<file path="config.mk">
export PLATFORM = sky130hd
export DESIGN_NAME = alu_mc_flat
export DESIGN_NICKNAME = d
export VERILOG_FILES = /design/src/rtl/alu_mc_if.sv /design/src/rtl/alu_mc.sv /design/src/flat_wrapper.sv
export SDC_FILE = /design/constraint.sdc
export NUM_CORES = 1
export LEC_CHECK = 0
export ABC_AREA = 0
export CAP_MARGIN = 20
export CORE_MARGIN = 8
export CORE_UTILIZATION = 47
export CTS_CLUSTER_DIAMETER = 50
export CTS_CLUSTER_SIZE = 14
export DETAILED_ROUTE_END_ITERATION = 10
export PLACE_DENSITY = 0.7
export SETUP_SLACK_MARGIN = 0.2
export SLEW_MARGIN = 20
export SYNTH_ARGS = -nofsm -noshare
export SYNTH_HDL_FRONTEND = slang
export SYNTH_SLANG_ARGS = --single-unit
</file>
<file path="constraint.sdc">
create_clock -name clk -period 2.45 [get_ports clk]
set_input_delay 0.49 -clock clk [delete_from_list [all_inputs] [get_ports clk]]
set_output_delay 0.49 -clock clk [all_outputs]
set_load 0.02 [all_outputs]
</file>
<file path="src/rtl/alu_mc_if.sv">
// Operand/result handshake bundle between the accumulator datapath and alu_mc.
// Latency: none, signal grouping only.
// Backpressure: in_valid/in_ready on the operand side, out_valid/out_ready on the result side.
interface alu_mc_if #(
    parameter int WIDTH = 8
);
    logic             in_valid;
    logic             in_ready;
    logic [3:0]       opcode;
    logic [WIDTH-1:0] inA;
    logic [WIDTH-1:0] inB;
    logic             out_valid;
    logic             out_ready;
    logic [WIDTH-1:0] result;
    logic             zero;
    logic             negative;
    logic             carry;
    logic             overflow;
    logic             illegal;

    // Issuing side: the control FSM / operand path
    modport master (
        output in_valid, opcode, inA, inB, out_ready,
        input  in_ready, out_valid, result, zero, negative, carry, overflow, illegal
    );

    // The ALU itself
    modport slave (
        input  in_valid, opcode, inA, inB, out_ready,
        output in_ready, out_valid, result, zero, negative, carry, overflow, illegal
    );
endinterface

</file>
<file path="src/rtl/alu_mc.sv">
// Registered multi-cycle ALU with flags: single-cycle logic/arith/shift ops, iterative shift-add MUL.
// Latency: result valid the cycle after accept; MUL result valid WIDTH+1 cycles after accept.
// Backpressure: result held stable in DONE until out_ready; in_ready follows out_ready in DONE for back-to-back issue.
module alu_mc #(
    parameter int WIDTH = 8
) (
    input  logic  clk,
    input  logic  rst_n,
    alu_mc_if.slave bus
);
    // Shift-amount width is tied to WIDTH and not meant to be overridden
    localparam int SHW = $clog2(WIDTH);

    localparam logic [3:0] OP_PASSA = 4'd0;
    localparam logic [3:0] OP_ADD   = 4'd1;
    localparam logic [3:0] OP_SUB   = 4'd2;
    localparam logic [3:0] OP_AND   = 4'd3;
    localparam logic [3:0] OP_OR    = 4'd4;
    localparam logic [3:0] OP_XOR   = 4'd5;
    localparam logic [3:0] OP_PASSB = 4'd6;
    localparam logic [3:0] OP_SHL   = 4'd7;
    localparam logic [3:0] OP_SHR   = 4'd8;
    localparam logic [3:0] OP_SRA   = 4'd9;
    localparam logic [3:0] OP_MUL   = 4'd10;

    typedef enum logic [1:0] {IDLE, BUSY, DONE} state_t;

    state_t               state_q, state_d;
    logic [SHW-1:0]       cnt_q, cnt_d;
    logic [WIDTH-1:0]     a_q, a_d;          // multiplicand captured at accept
    logic [2*WIDTH-1:0]   prod_q, prod_d;    // {partial sum, remaining multiplier bits}
    logic [WIDTH-1:0]     result_q, result_d;
    logic                 zero_q, zero_d;
    logic                 neg_q, neg_d;
    logic                 carry_q, carry_d;
    logic                 ovf_q, ovf_d;
    logic                 ill_q, ill_d;

    logic                 in_ready;
    logic                 accept;

    // Single-cycle datapath outputs
    logic [WIDTH-1:0]     alu_res;
    logic                 alu_c;
    logic                 alu_v;
    logic                 alu_ill;
    logic [SHW-1:0]       shamt;
    logic [WIDTH:0]       add_w;
    logic [WIDTH:0]       sub_w;
    logic [WIDTH:0]       shl_w;
    logic [WIDTH:0]       shr_w;
    logic signed [WIDTH:0] sra_w;

    // Multiply step
    logic [WIDTH:0]       mul_sum;
    logic [2*WIDTH-1:0]   mul_next;

    assign in_ready      = (state_q == IDLE) || ((state_q == DONE) && bus.out_ready);
    assign accept        = bus.in_valid && in_ready;
    assign bus.in_ready  = in_ready;
    assign bus.out_valid = (state_q == DONE);
    assign bus.result    = result_q;
    assign bus.zero      = zero_q;
    assign bus.negative  = neg_q;
    assign bus.carry     = carry_q;
    assign bus.overflow  = ovf_q;
    assign bus.illegal   = ill_q;

    // Single-cycle ops, evaluated on the live operands so they can be registered at the accept edge
    always_comb begin
        shamt   = bus.inB[SHW-1:0];
        add_w   = {1'b0, bus.inA} + {1'b0, bus.inB};
        sub_w   = {1'b0, bus.inA} - {1'b0, bus.inB};
        // One guard bit on the outgoing side of each shift catches the last bit shifted out (0 for n=0)
        shl_w   = {1'b0, bus.inA} << shamt;
        shr_w   = {bus.inA, 1'b0} >> shamt;
        sra_w   = $signed({bus.inA, 1'b0}) >>> shamt;
        alu_res = '0;
        alu_c   = 1'b0;
        alu_v   = 1'b0;
        alu_ill = 1'b0;
        case (bus.opcode)
            OP_PASSA: alu_res = bus.inA;
            OP_ADD: begin
                alu_res = add_w[WIDTH-1:0];
                alu_c   = add_w[WIDTH];
                alu_v   = (bus.inA[WIDTH-1] == bus.inB[WIDTH-1]) &&
                          (add_w[WIDTH-1] != bus.inA[WIDTH-1]);
            end
            OP_SUB: begin
                alu_res = sub_w[WIDTH-1:0];
                alu_c   = sub_w[WIDTH];   // borrow: A < B unsigned
                alu_v   = (bus.inA[WIDTH-1] != bus.inB[WIDTH-1]) &&
                          (sub_w[WIDTH-1] != bus.inA[WIDTH-1]);
            end
            OP_AND:   alu_res = bus.inA & bus.inB;
            OP_OR:    alu_res = bus.inA | bus.inB;
            OP_XOR:   alu_res = bus.inA ^ bus.inB;
            OP_PASSB: alu_res = bus.inB;
            OP_SHL: begin
                alu_res = shl_w[WIDTH-1:0];
                alu_c   = shl_w[WIDTH];
            end
            OP_SHR: begin
                alu_res = shr_w[WIDTH:1];
                alu_c   = shr_w[0];
            end
            OP_SRA: begin
                alu_res = sra_w[WIDTH:1];
                alu_c   = sra_w[0];
            end
            OP_MUL:   alu_res = '0;       // handled by the iterative path
            default:  alu_ill = 1'b1;
        endcase
    end

    // One shift-add iteration: add multiplicand into the upper half if the current multiplier bit is set, then shift right
    always_comb begin
        mul_sum  = {1'b0, prod_q[2*WIDTH-1:WIDTH]} + (prod_q[0] ? {1'b0, a_q} : '0);
        mul_next = {mul_sum, prod_q[WIDTH-1:1]};
    end

    // Next-state and register-update logic for the control FSM
    always_comb begin
        state_d  = state_q;
        cnt_d    = cnt_q;
        a_d      = a_q;
        prod_d   = prod_q;
        result_d = result_q;
        zero_d   = zero_q;
        neg_d    = neg_q;
        carry_d  = carry_q;
        ovf_d    = ovf_q;
        ill_d    = ill_q;

        case (state_q)
            BUSY: begin
                prod_d = mul_next;
                if (cnt_q == '0) begin
                    state_d  = DONE;
                    result_d = mul_next[WIDTH-1:0];
                    zero_d   = (mul_next[WIDTH-1:0] == '0);
                    neg_d    = mul_next[WIDTH-1];
                    carry_d  = |mul_next[2*WIDTH-1:WIDTH];
                    ovf_d    = 1'b0;
                    ill_d    = 1'b0;
                end else begin
                    cnt_d = cnt_q - SHW'(1);
                end
            end
            DONE: begin
                if (bus.out_ready && !bus.in_valid) begin
                    state_d = IDLE;
                end
            end
            default: ;
        endcase

        // Accept overrides the above; only possible from IDLE or from DONE with out_ready
        if (accept) begin
            if (bus.opcode == OP_MUL) begin
                state_d = BUSY;
                cnt_d   = SHW'(WIDTH - 1);
                a_d     = bus.inA;
                prod_d  = {{WIDTH{1'b0}}, bus.inB};
            end else begin
                state_d  = DONE;
                result_d = alu_res;
                zero_d   = (alu_res == '0);
                neg_d    = alu_res[WIDTH-1];
                carry_d  = alu_c;
                ovf_d    = alu_v;
                ill_d    = alu_ill;
            end
        end
    end

    // State, datapath and flag registers; reset aborts any operation in flight
    always_ff @(posedge clk or negedge rst_n) begin
        if (!rst_n) begin
            state_q  <= IDLE;
            cnt_q    <= '0;
            a_q      <= '0;
            prod_q   <= '0;
            result_q <= '0;
            zero_q   <= 1'b0;
            neg_q    <= 1'b0;
            carry_q  <= 1'b0;
            ovf_q    <= 1'b0;
            ill_q    <= 1'b0;
        end else begin
            state_q  <= state_d;
            cnt_q    <= cnt_d;
            a_q      <= a_d;
            prod_q   <= prod_d;
            result_q <= result_d;
            zero_q   <= zero_d;
            neg_q    <= neg_d;
            carry_q  <= carry_d;
            ovf_q    <= ovf_d;
            ill_q    <= ill_d;
        end
    end
endmodule

</file>
<file path="src/flat_wrapper.sv">
// flat-port wrapper written by rule: the top's interface ports become plain ports
module alu_mc_flat 
#(
    parameter int WIDTH = 8
)
  (clk, rst_n, bus_in_valid, bus_opcode, bus_inA, bus_inB, bus_out_ready, bus_in_ready, bus_out_valid, bus_result, bus_zero, bus_negative, bus_carry, bus_overflow, bus_illegal);
  alu_mc_if #(.WIDTH(WIDTH)) bus_i ();
  input  logic clk;
  input  logic rst_n;
  input wire logic [$bits(bus_i.in_valid)-1:0] bus_in_valid;
  input wire logic [$bits(bus_i.opcode)-1:0] bus_opcode;
  input wire logic [$bits(bus_i.inA)-1:0] bus_inA;
  input wire logic [$bits(bus_i.inB)-1:0] bus_inB;
  input wire logic [$bits(bus_i.out_ready)-1:0] bus_out_ready;
  output wire logic [$bits(bus_i.in_ready)-1:0] bus_in_ready;
  output wire logic [$bits(bus_i.out_valid)-1:0] bus_out_valid;
  output wire logic [$bits(bus_i.result)-1:0] bus_result;
  output wire logic [$bits(bus_i.zero)-1:0] bus_zero;
  output wire logic [$bits(bus_i.negative)-1:0] bus_negative;
  output wire logic [$bits(bus_i.carry)-1:0] bus_carry;
  output wire logic [$bits(bus_i.overflow)-1:0] bus_overflow;
  output wire logic [$bits(bus_i.illegal)-1:0] bus_illegal;
  assign bus_i.in_valid = bus_in_valid;
  assign bus_i.opcode = bus_opcode;
  assign bus_i.inA = bus_inA;
  assign bus_i.inB = bus_inB;
  assign bus_i.out_ready = bus_out_ready;
  assign bus_in_ready = bus_i.in_ready;
  assign bus_out_valid = bus_i.out_valid;
  assign bus_result = bus_i.result;
  assign bus_zero = bus_i.zero;
  assign bus_negative = bus_i.negative;
  assign bus_carry = bus_i.carry;
  assign bus_overflow = bus_i.overflow;
  assign bus_illegal = bus_i.illegal;
  alu_mc #(.WIDTH(WIDTH)) u_core (.clk(clk), .rst_n(rst_n), .bus(bus_i));
endmodule
</file>
run_1/m1.png
Supply wires on this layer in grey.
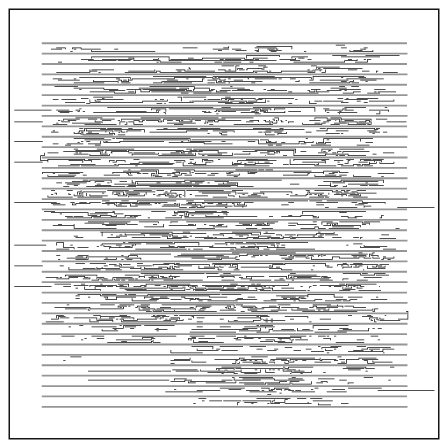
wire length on this layer = 6,460 microns
nets with wire on the layer = 661
vias post-DR: 4,556
post-detailed-routing wire length: 15.0 mm

run_1/m2.png
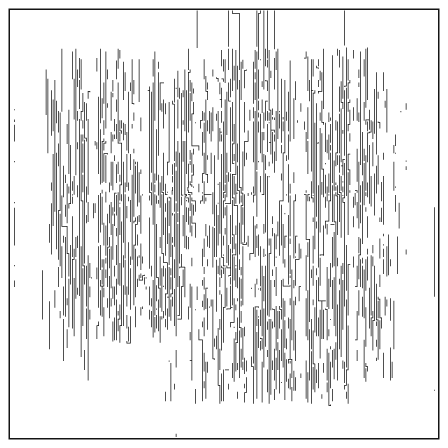
main direction = vertical
wire length on this layer = 7,220 microns
met2 track demand over resource: 0.396

==> run notes, run 1 <==
Implementation results.

The run finished, with violations left. The final reports fail on negative setup slack. Dividing the detail-routed via count by the number of cells gives around 5.9. Once layout is done, the placed cells without fillers occupy 0.00624 sq mm. The met1 layer wirelength in the final routing is 6.46 mm. For this run, the post-layout net count is roughly 730. The number of tap cells inserted is between 100 and 150. At the end of the flow the core is filled with cells to 0.685. STA reports a reg2reg setup slack of -0.20 ns. The aggregate negative setup slack is -0.198 ns. The share of cell area taken by multi-input logic gates is 0.533. Clock latency on the worst-skew pair, taken at its later pin, is roughly 0.30 ns. The power report attributes to the sequential group a share of 0.280. The post-synthesis instance total is 514. The number of failing hold endpoints at the final stage is 0. The number of multi-input combinational cells in the layout is ~400. The CTS log lists the clock sinks for this run as between 40 and 50. Summed over all sequential cells, the power is about 1300 uW. The number of H-tree branching levels is 2. The y dimension of the die is 112 microns.

The dominant kind of cell by area is logic gates. The number of global-route vias before repair came to ~4,500. The top contributor to total power is combinational cells.

In this run the worst setup path terminates at u_core.bus.carry$_DFF_PN0_. The post-layout worst setup margin is -0.198 ns. The number of routed nets with antenna violations is 0. The number of ordinary and repair buffers in the finished layout is approximately 180. Entering global routing, the biggest net connects 24 pins. The headroom to the max-slew limit is 0.701. The proportion of synthesized flip-flops having asynchronous set or reset is 1.00. The register cell area after layout is 0.00105 sq mm.

Buffers inserted during clock tree synthesis total 5. The critical path runs through a total of 11 cells. The library cell appearing most often on the critical path is sky130_fd_sc_hd__buf_4. The net switching power in the latest report is approximately 1800 uW. The power report attributes to the clock group a share of 0.105. The endpoint kind of the worst setup timing path is a flop. Counting the inverters off the clock network in the layout gives 35. The buffers inserted during post-CTS setup optimization is 10. Summed over all combinational cells, the power is 2740 uW. The number of buffers on the longest clock path is 2. Counting the fill cells in the layout gives approximately 730.

The top routing layer in use is met4. Across the run, the number of max-cap violations was 0. The wire length of the first global-routing pass is between 20 and 25 mm. The number of enable-type register cells in the synthesized netlist is 0. The total of hold buffers inserted after clock tree synthesis is 0.

The count of distinct cell types in the synthesized netlist is 69. Among all stages on the critical path, the maximum delay recorded is 0.52 ns. The fraction of area in registers is 0.168.

The met2 routed wirelength is ~7.2 mm. The internal portion of the total power is 2630 uW. The largest driver fanout on the critical path is 6. Dividing the final minimum period by the clock period gives 1.08. In the post-synthesis netlist, the cell with the most instances is sky130_fd_sc_hd__nand2_1.

The max-slew violation count is 0. The share of layout cells above drive strength 1 is 0.375. The Yosys chip area is 0.00434 sq mm. The leakage power total is just under 0.003 uW. The layout report lists the non-clock buffer share of cell area as 0.238.

Of the total power, combinational logic draws 0.616. The synthesis-to-layout area growth is 43.9%. The end-of-flow timing check tallies setup violations at 1.

Gates resized during post-CTS repair numbered 89. In this run the critical register-to-register path is launched from u_core.prod_q[0]$_DFF_PN0_. The worst path in the final design needs a cycle of around 2.6 ns, including I/O delays and setup. 39 I/O pins were placed.

The min-delay analysis places its worst path in the category input pin to async pin. Per the cell usage report, the commonest logic cells after layout are 128 x sky130_fd_sc_hd__buf_4, 48 x sky130_fd_sc_hd__nand2_1, 42 x sky130_fd_sc_hd__dfrtp_1. The number of warning messages in the yosys log is 0. The switching fraction of total power is 0.409. The number of design-rule violations left by the first detailed-router iteration is 346. The count of buffers from port buffering is 38. Detailed routing placed a total of between 700 and 800 microns of wire on met3. The multi-input combinational cells in the finished layout cover a total of 0.00333 sq mm. The global router's overall resource usage is 0.234.

The script parses the final routing iteration and logs DRC violations as 0. The power density of the placed cells is between 700 and 800 mW/mm^2. According to the report, the first pass of detailed routing completed in 6 iterations.

Per STA, the worst path accumulates the most delay in the family simple AND/OR/NAND/NOR gates. The half-perimeter wire length of the detailed placement result is 11.7 mm. The slew at the pin with the worst max-slew slack is around 0.44 ns.

The worst endpoint required time is about 2.6 ns. The most used flip-flop cell after synthesis is sky130_fd_sc_hd__dfrtp_1. Of the post-synthesis cell area, the dominant cell type holds 0.242. Looking at the VDD voltage map, the peak drop is around 0.43 mV. Listed in order, past its start point the critical path passes buf_4 > and2_1 > ha_4 > nor2b_1 > o21ai_1 > nor3b_2 > nor2_1 > or4_4 > nor4_2 > buf_4 > a211oi_2. TritonCTS built the clock tree. The endpoint identified for the worst register-to-register timing path is u_core.bus.carry$_DFF_PN0_. The power drawn by the clock network is ~470 uW.

The area of the chip is between 0.01 and 0.015 sq mm. The placed instances occupy a cell area of between 0.005 and 0.006 sq mm. Per the post-place timing report, worst setup slack is -0.700 ns. The synthesis report lists the most area-consuming cells as sky130_fd_sc_hd__dfrtp_1 24%, sky130_fd_sc_hd__ha_1 11%, sky130_fd_sc_hd__mux2i_1 7.2%, sky130_fd_sc_hd__nand2_1 4.3%, sky130_fd_sc_hd__mux4_2 4.2%. Counting instances in the post-synthesis netlist gives the leading cell types as 50 x sky130_fd_sc_hd__nand2_1, 42 x sky130_fd_sc_hd__dfrtp_1, 39 x sky130_fd_sc_hd__ha_1, 35 x sky130_fd_sc_hd__nor2_1, 33 x sky130_fd_sc_hd__inv_1. The die is about 110 microns wide. The final antenna diode tally reported by the flow is 0. The data arrival time at the worst-slack endpoint is ~2.8 ns.

The mapped netlist covers approximately 0.0043 sq mm.
run_1/m3.png
The bar under the picture is 20 microns long.
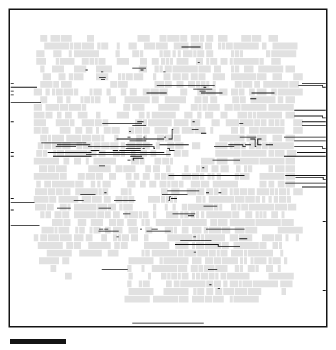
main direction = horizontal
share of all routed wire = 5.1%
wire length on this layer = 764 microns
longest straight run = 29.7 microns
nets with wire on the layer = 92
global routing met3 resource utilization: 0.0301

-- run 1: metal layers --
layer,up-vias,track usage
met3,44,0.0301
li1,2162,-
met2,183,0.396
met5,-,0
met1,2167,0.296
met4,0,0.0953
-- run 1: cell families (layout without fill, tap and decap cells) --
group | count (synthesis) | in the layout | share of synthesized area
AND-OR/OR-AND | 144 | 144 | 0.228
buffers and inverters | 76 | 223 | 0.0811
flip-flops | 42 | 42 | 0.242
AND/OR/NAND/NOR | 163 | 163 | 0.193
adder cells (fa/ha/maj) | 42 | 42 | 0.126
XOR/XNOR | 8 | 8 | 0.0162
multiplexers | 39 | 39 | 0.113
-- run 1: flip-flops by register name (all words and copies together), names as in the netlist, 2 cells and up --
register           flops
u_core.state_q         2
u_core.cnt_q           3
u_core.a_q             8
u_core.bus.result      8
u_core.prod_q         16
==> inputs of run 2 (changes only) <==
==> constraint.sdc (replaced) <==
create_clock -name clk -period 2.45 [get_ports clk]
set_input_delay 0.49 -clock clk [delete_from_list [all_inputs] [get_ports clk]]
set_output_delay 0.49 -clock clk [all_outputs]
set_load 0.005 [all_outputs]
run_2/m1.png
Supply wires on this layer in grey.
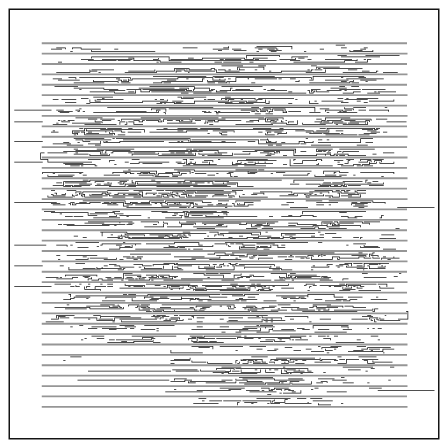
longest straight run = 38.6 microns
share of all routed wire = 43%
met1 Usage GRT: 0.296
vias post-DR: 4,537

==> run notes, run 2 <==
Implementation results.

The number of global-route vias before repair is roughly 4,500. The path category of the worst min-delay check is input pin to async pin. The main area contributors are sky130_fd_sc_hd__dfrtp_1 24%, sky130_fd_sc_hd__ha_1 11%, sky130_fd_sc_hd__mux2i_1 7.2%, sky130_fd_sc_hd__nand2_1 4.3%, sky130_fd_sc_hd__mux4_2 4.2%. The leakage component of the power was reported as ~0.0029 uW.

The placed instance area is 0.00563 sq mm. The overall power is approximately 4300 uW. In this run the critical register-to-register path is captured at u_core.bus.carry$_DFF_PN0_. Per the synth stats, the flop cell with the highest instance count is sky130_fd_sc_hd__dfrtp_1. The number of H-tree branching levels is 2.

The synthesized design contains 42 register bits. Of the total synthesized cell area, the portion taken by full adders, half adders and majority gates is 0.126. The layout summary lists the proportion of cells stronger than drive strength 1 as 0.378. Of the synthesized area, sequential elements account for 0.242. The number of design-rule violations left by the first detailed-router iteration is approximately 380. According to the floorplan log, the row count is 35. In this run the clock root is driven by a sky130_fd_sc_hd__clkbuf_8. The power report attributes to the combinational group a share of 0.607. After detailed routing, the number of vias per cell comes to around 6. By count the netlist is led by 50 x sky130_fd_sc_hd__nand2_1, 42 x sky130_fd_sc_hd__dfrtp_1, 39 x sky130_fd_sc_hd__ha_1, 35 x sky130_fd_sc_hd__nor2_1, 33 x sky130_fd_sc_hd__inv_1. The post-route utilization of the core is recorded as 0.688. The met2 layer usage reported by global route is 0.397.

The post-synthesis instance total is approximately 500. The setup slack at placement is -0.700 ns. The report puts the hold buffer count at CTS at 0. The highest clock rate this design can be run at is 0.378 GHz. Registers take 0.00105 sq mm. The total area inside the core boundary comes to a little over 0.009 sq mm. For reference, the most critical setup path is categorized as flop to flop.

The number of routed nets with antenna violations is 0. Counting I/O delays and the setup requirement, the final critical path takes around 2.6 ns. The final standard cell area without fillers is approximately 0.0063 sq mm. In the log, the iteration count for the first detailed-route pass is 5. The routed length on met3 is roughly 800 microns.

The post-synth design cell area is approximately 0.0043 sq mm. The power density of the placed cells is 694 mW/mm^2. The critical path crosses 11 cells after its start point. The boundary pin count is 39. The area used by multi-input combinational logic is roughly 0.0033 sq mm. The aggregate negative setup slack is -0.197 ns. Yosys mapped the design onto between 60 and 70 distinct sky130hd cell types. The synthesis-to-layout area growth is 44.5%. The timing report gives the worst reg2reg path a setup slack of -0.20 ns. The total setup violations reported at the end of the flow is 1. TritonCTS reports the number of clock sinks as ~42. The flow ran to the end, but the final reports show violations. The maximum number of pins on one net before global-route repair is 24. Setup repair after global routing could not meet its margin everywhere.

The total global routing overflow is 0. For the worst flop-to-flop path, the logic depth is 11. The half-perimeter wire length of the detailed placement result is approximately 12 mm.

Of the total power, the share spent switching nets is 0.390. Measured along the y axis, the die boundary spans around 110 microns. The proportion of synthesized flip-flops having asynchronous set or reset is 1.00. The highest cell delay on the worst timing path is around 0.52 ns. Counting every net in the synthesized netlist gives between 500 and 600. The cell that appears most often on the critical path is sky130_fd_sc_hd__buf_4. In the final report, the number of pins over their slew limit comes to 0.

The headroom to the max-slew limit is 0.706. For the pin with the worst max-slew slack, the measured transition is 0.436 ns. The dominant kind of combinational cell is AND-OR/OR-AND gates.

The met1 layer wirelength in the final routing is 6.41 mm. The final reports fail on negative setup slack. In this run, placement finished with an instance count of approximately 750. The number of failing hold endpoints at the final stage is 0. The area share of xor/xnor cells in the synthesized design is 0.0162. The clock group share of total power is 0.107. The kind of cell with the highest combined delay along the critical path is simple AND/OR/NAND/NOR gates. In this run the critical path is formed by buf_4 > and2_1 > ha_4 > nor2b_1 > o21ai_1 > nor3b_2 > nor2_1 > or4_4 > nor4_2 > buf_4 > a211oi_2. The area fraction of the dominant cell type after synthesis is 0.242. Routing resource usage on met3 recorded by global route was 0.0301. The clock tree from TritonCTS is yes. The highest ir drop seen on vdd is ~0.43 mV. Across all setup checks in the final design, the least slack found is -0.197 ns.

The chip occupies approximately 0.013 sq mm. The multiplexer fraction of the synthesized cell area is 0.113. After detailed routing, the average wire length per cell comes to just under 20 microns.

The launch point of the worst register-to-register path is recorded as u_core.prod_q[0]$_DFF_PN0_. The area recorded from the Yosys report for this design is approximately 0.0043 sq mm. The script reports the combined buffer and inverter count of the critical path as 2.

The top cell type by instance count after synthesis is sky130_fd_sc_hd__nand2_1. The type of element launching the critical path is a flop. Global routing put the most usage on met2. For the worst-skew pair, the clock arrives at the later sink with an insertion delay of 0.30 ns. In this run the worst setup path terminates at u_core.bus.carry$_DFF_PN0_. The data arrival time at the worst-slack endpoint is 2.82 ns.

The net switching component of the power is approximately 1700 uW. The die is 112 microns wide. The wire length of the first global-routing pass is between 20 and 25 mm. The final critical-path share of the clock period is 1.08. After detailed routing, no signal wire sits above met4. Leaving out fill and tap cells, the most frequent cells in the layout are 129 x sky130_fd_sc_hd__buf_4, 48 x sky130_fd_sc_hd__nand2_1, 42 x sky130_fd_sc_hd__dfrtp_1. The number of buffers on the longest clock path is 2. In the detailed route, the total length drawn on met2 is about 7.2 mm. For this configuration, the core starts out at a cell density of 0.476.

The tally of non-filler cells in the final layout is around 770. Fill cells in the final layout number 727. The reported max-cap violation count is 0. The count of instantiated cells in the yosys netlist is ~510. The worst hold margin is around 0.13 ns. The worst setup path is captured at a flop. The global router's overall resource usage is 0.234. The DRC violation count after routing is 0. The detailed-route wire length is roughly 15 mm. Per the post-CTS timing run, clock transition at the registers of the reported paths is 0.08 ns. The net count of the finished layout is 727.

During placement, the flow inserted port buffers numbering 38. For this run, the script counts the antenna cells in the layout as 0. The worst endpoint required time is 2.63 ns. The number of buffers inserted during clock tree synthesis is 5. The top logic cell by instance count in the layout is sky130_fd_sc_hd__buf_4. The number of enable-type register cells in the synthesized netlist is 0. The simple logic cell fraction of the synthesized area is 0.193. Between clock sinks in the finished design, the worst skew comes to between 0.006 and 0.007 ns. Yosys printed 0 warnings. Counting flops per register, the top entry is u_core.prod_q. The largest driver fanout on the critical path is 6.

The total internal power is between 2000 and 3000 uW. Of the total power, registers draw 0.287. Of the total synthesized cell area, the portion taken by AND-OR and OR-AND cells is 0.228. The register with the most flip-flops in the layout has 16 of them.
## run 2: cell counts after synthesis
Identical to the previous run, type by type.
## run 2: power by group through the flow
stage | sequential (uW) | combinational (uW) | clock, uW
2_1_floorplan | 1190 | 1210 | 0
3_3_place_gp | 1210 | 2080 | 0
3_5_place_dp | 1230 | 2160 | 0
4_1_cts | 1240 | 2420 | 472
5_1_grt | 1280 | 2860 | 494
6_report | 1250 | 2640 | 464
## run 2: area by class of cell
cell class	count	area share
repair buffers	181	0.239
clock buffers	7	0.0138
flip-flops and latches	42	0.168
clock inverters	1	0.000799
well taps	111	0.0222
multi-input cells	396	0.533
inverters	35	0.0238
## run 2: what timing repair did
action | CTS | global route
buffers inserted | 10 | 9
cloned | 0 | 1
pin swaps | 37 | 31
resized | 90 | 41
endpoints found under the setup margin | 15 | 16
==> inputs of run 3 (changes only) <==
--- a/config.mk
+++ b/config.mk
@@ -6,7 +6,6 @@
 export NUM_CORES = 1
 export LEC_CHECK = 0
 export ABC_AREA = 0
-export CAP_MARGIN = 20
 export CORE_MARGIN = 8
 export CORE_UTILIZATION = 47
 export CTS_CLUSTER_DIAMETER = 50
run_3/m4.png
Supply wires on this layer in grey.
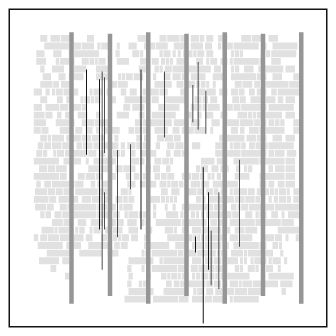
share of all routed wire = 3.6%
longest straight run = 70.0 microns
nets with wire on the layer = 17
wire length on this layer = 541 microns
post-detailed-routing wire length: 15.0 mm

==> run notes, run 3 <==
Implementation results.

The design has about 42 sequential cells. Yosys reported a register bit count of about 42. The largest register by flop count is u_core.prod_q. The final standard cell area without fillers is ~0.0063 sq mm. In the final report, the number of endpoints failing setup comes to 1.

The highest cell delay on the worst timing path is ~0.52 ns. The synthesized netlist contains between 60 and 70 unique library cells. The run finished, with violations left. Per the OpenROAD floorplan log, the area of the die is 0.0126 sq mm.

The final timing report derives a shortest allowable period of about 2.6 ns. The reg2reg setup slack is -0.20 ns. The most used flip-flop cell after synthesis is sky130_fd_sc_hd__dfrtp_1. The core outline area is between 0.009 and 0.01 sq mm. After technology mapping, the gate count stands at 514. After detailed routing, the number of vias per cell comes to 5.87. Per the final report, the share of cell area in clock cells is 0.0146. The post-synth design cell area is 0.00434 sq mm. The number of flip-flops under the largest register name is 16. In the finished design, the share of the clock period the worst path needs comes to 1.08. The tally of non-filler cells in the final layout is between 700 and 800. Ranking logic cells in the layout by count gives the top entries 129 x sky130_fd_sc_hd__buf_4, 48 x sky130_fd_sc_hd__nand2_1, 42 x sky130_fd_sc_hd__dfrtp_1.

The master cell of the clock root buffer is sky130_fd_sc_hd__clkbuf_8. For this run, the register share of the synthesized area comes to 0.242. The count of clock-net buffers in the final layout is 7. The relative area of non-clock buffer cells in the final design is 0.239. The flow reported a cell area power density of approximately 690 mW/mm^2. The final hold violation count recorded for this run is 0. The share of cell area taken by multi-input logic gates is 0.533. Detailed-route iteration 0 reported a violation count of about 380. The non-clock inverter instance count of the final layout is 35.

The wire length of the first global-routing pass is approximately 24 mm. After routing, the total negative slack on setup checks comes to -0.197 ns. The analysis attributes to net switching a power of approximately 1700 uW.

The total of hold buffers inserted after clock tree synthesis is 0. The data arrival time at the worst-slack endpoint is between 2 and 3 ns. Setup repair after global routing could not meet its margin everywhere.

The type of element launching the critical path is a flop. For this run, the top clock speed supported by timing is between 0.3 and 0.4 GHz. The highest ir drop seen on vdd is roughly 0.43 mV. At the later pin of the worst-skew pair, clock insertion delay measures roughly 0.3 ns.

The half-perimeter wire length of the detailed placement result is approximately 12 mm. The setup slack at placement is -0.700 ns. Clock network power for this build is between 400 and 500 uW. The leakage power total is 0.00290 uW.

The switching fraction of total power is 0.390. In the CTS report, the clock slew at the register clock pins of the worst setup and hold paths is listed as 0.08 ns. The clock group share of total power is 0.107. The report lists the cells along the critical path as buf_4 > and2_1 > ha_4 > nor2b_1 > o21ai_1 > nor3b_2 > nor2_1 > or4_4 > nor4_2 > buf_4 > a211oi_2. The final reports fail on negative setup slack. The post-cts resize count is approximately 90. The final power report lists total power as 4350 uW. For this run, the detailed router's first-pass iteration total came to 5. The buffer_ports step reported a buffer count of 38. Measured in cells, the most critical reg-to-reg path has a length of 11. Per the OpenROAD floorplan log, the height of the die is roughly 110 microns. The post-synth count of flops with an enable pin is 0. STA classifies the critical path endpoint as a flop. The clock tree from TritonCTS is yes. The utilization after layout is 0.688. The tightest min-delay check is of the input pin to async pin type. The placed instance area is roughly 0.0056 sq mm.

The floorplan has 35 rows. The number of global-route vias before repair is approximately 4,500. Setup slack on the critical path of the routed design comes to -0.197 ns. Cell internal power was estimated by the tool at around 2700 uW. The layout filler cell count is between 700 and 800.

The average wire per standard cell is between 15 and 20 microns. Nets still carrying antenna violations after routing amount to 0. The clock H-tree reported by CTS has 2 levels. OpenSTA lists the critical path endpoint as u_core.bus.carry$_DFF_PN0_. The multi-input combinational cell count is 396. The number of buffers inserted during clock tree synthesis is 5.
==> run 3: metal layers <==
| layer | global-route usage | wire, microns |
|---|---|---|
| met1 | 0.296 | 6410 |
| met2 | 0.397 | 7200 |
| met3 | 0.0301 | 800 |
| met4 | 0.0953 | 541 |
| met5 | 0 | 0 |
==> run 3: critical path, delay by kind of cell, from the launching register on <==
family                     cells  cell delay (ns)
AOI/OAI and AO/OA              2             0.20
and+or+nand+nor                6             1.35
DFF                            1             0.41
buffers and inverters          2             0.33
adders and majority gates      1             0.23
==> run 3: logic make-up after synthesis <==
family	Yosys count	share of synthesized area
fa+ha+maj	42	0.126
compound gates	144	0.228
simple gates	163	0.193
buf+inv	76	0.0811
flops	42	0.242
xor+xnor	8	0.0162
mux	39	0.113
Power and IR drop assume default switching activity.
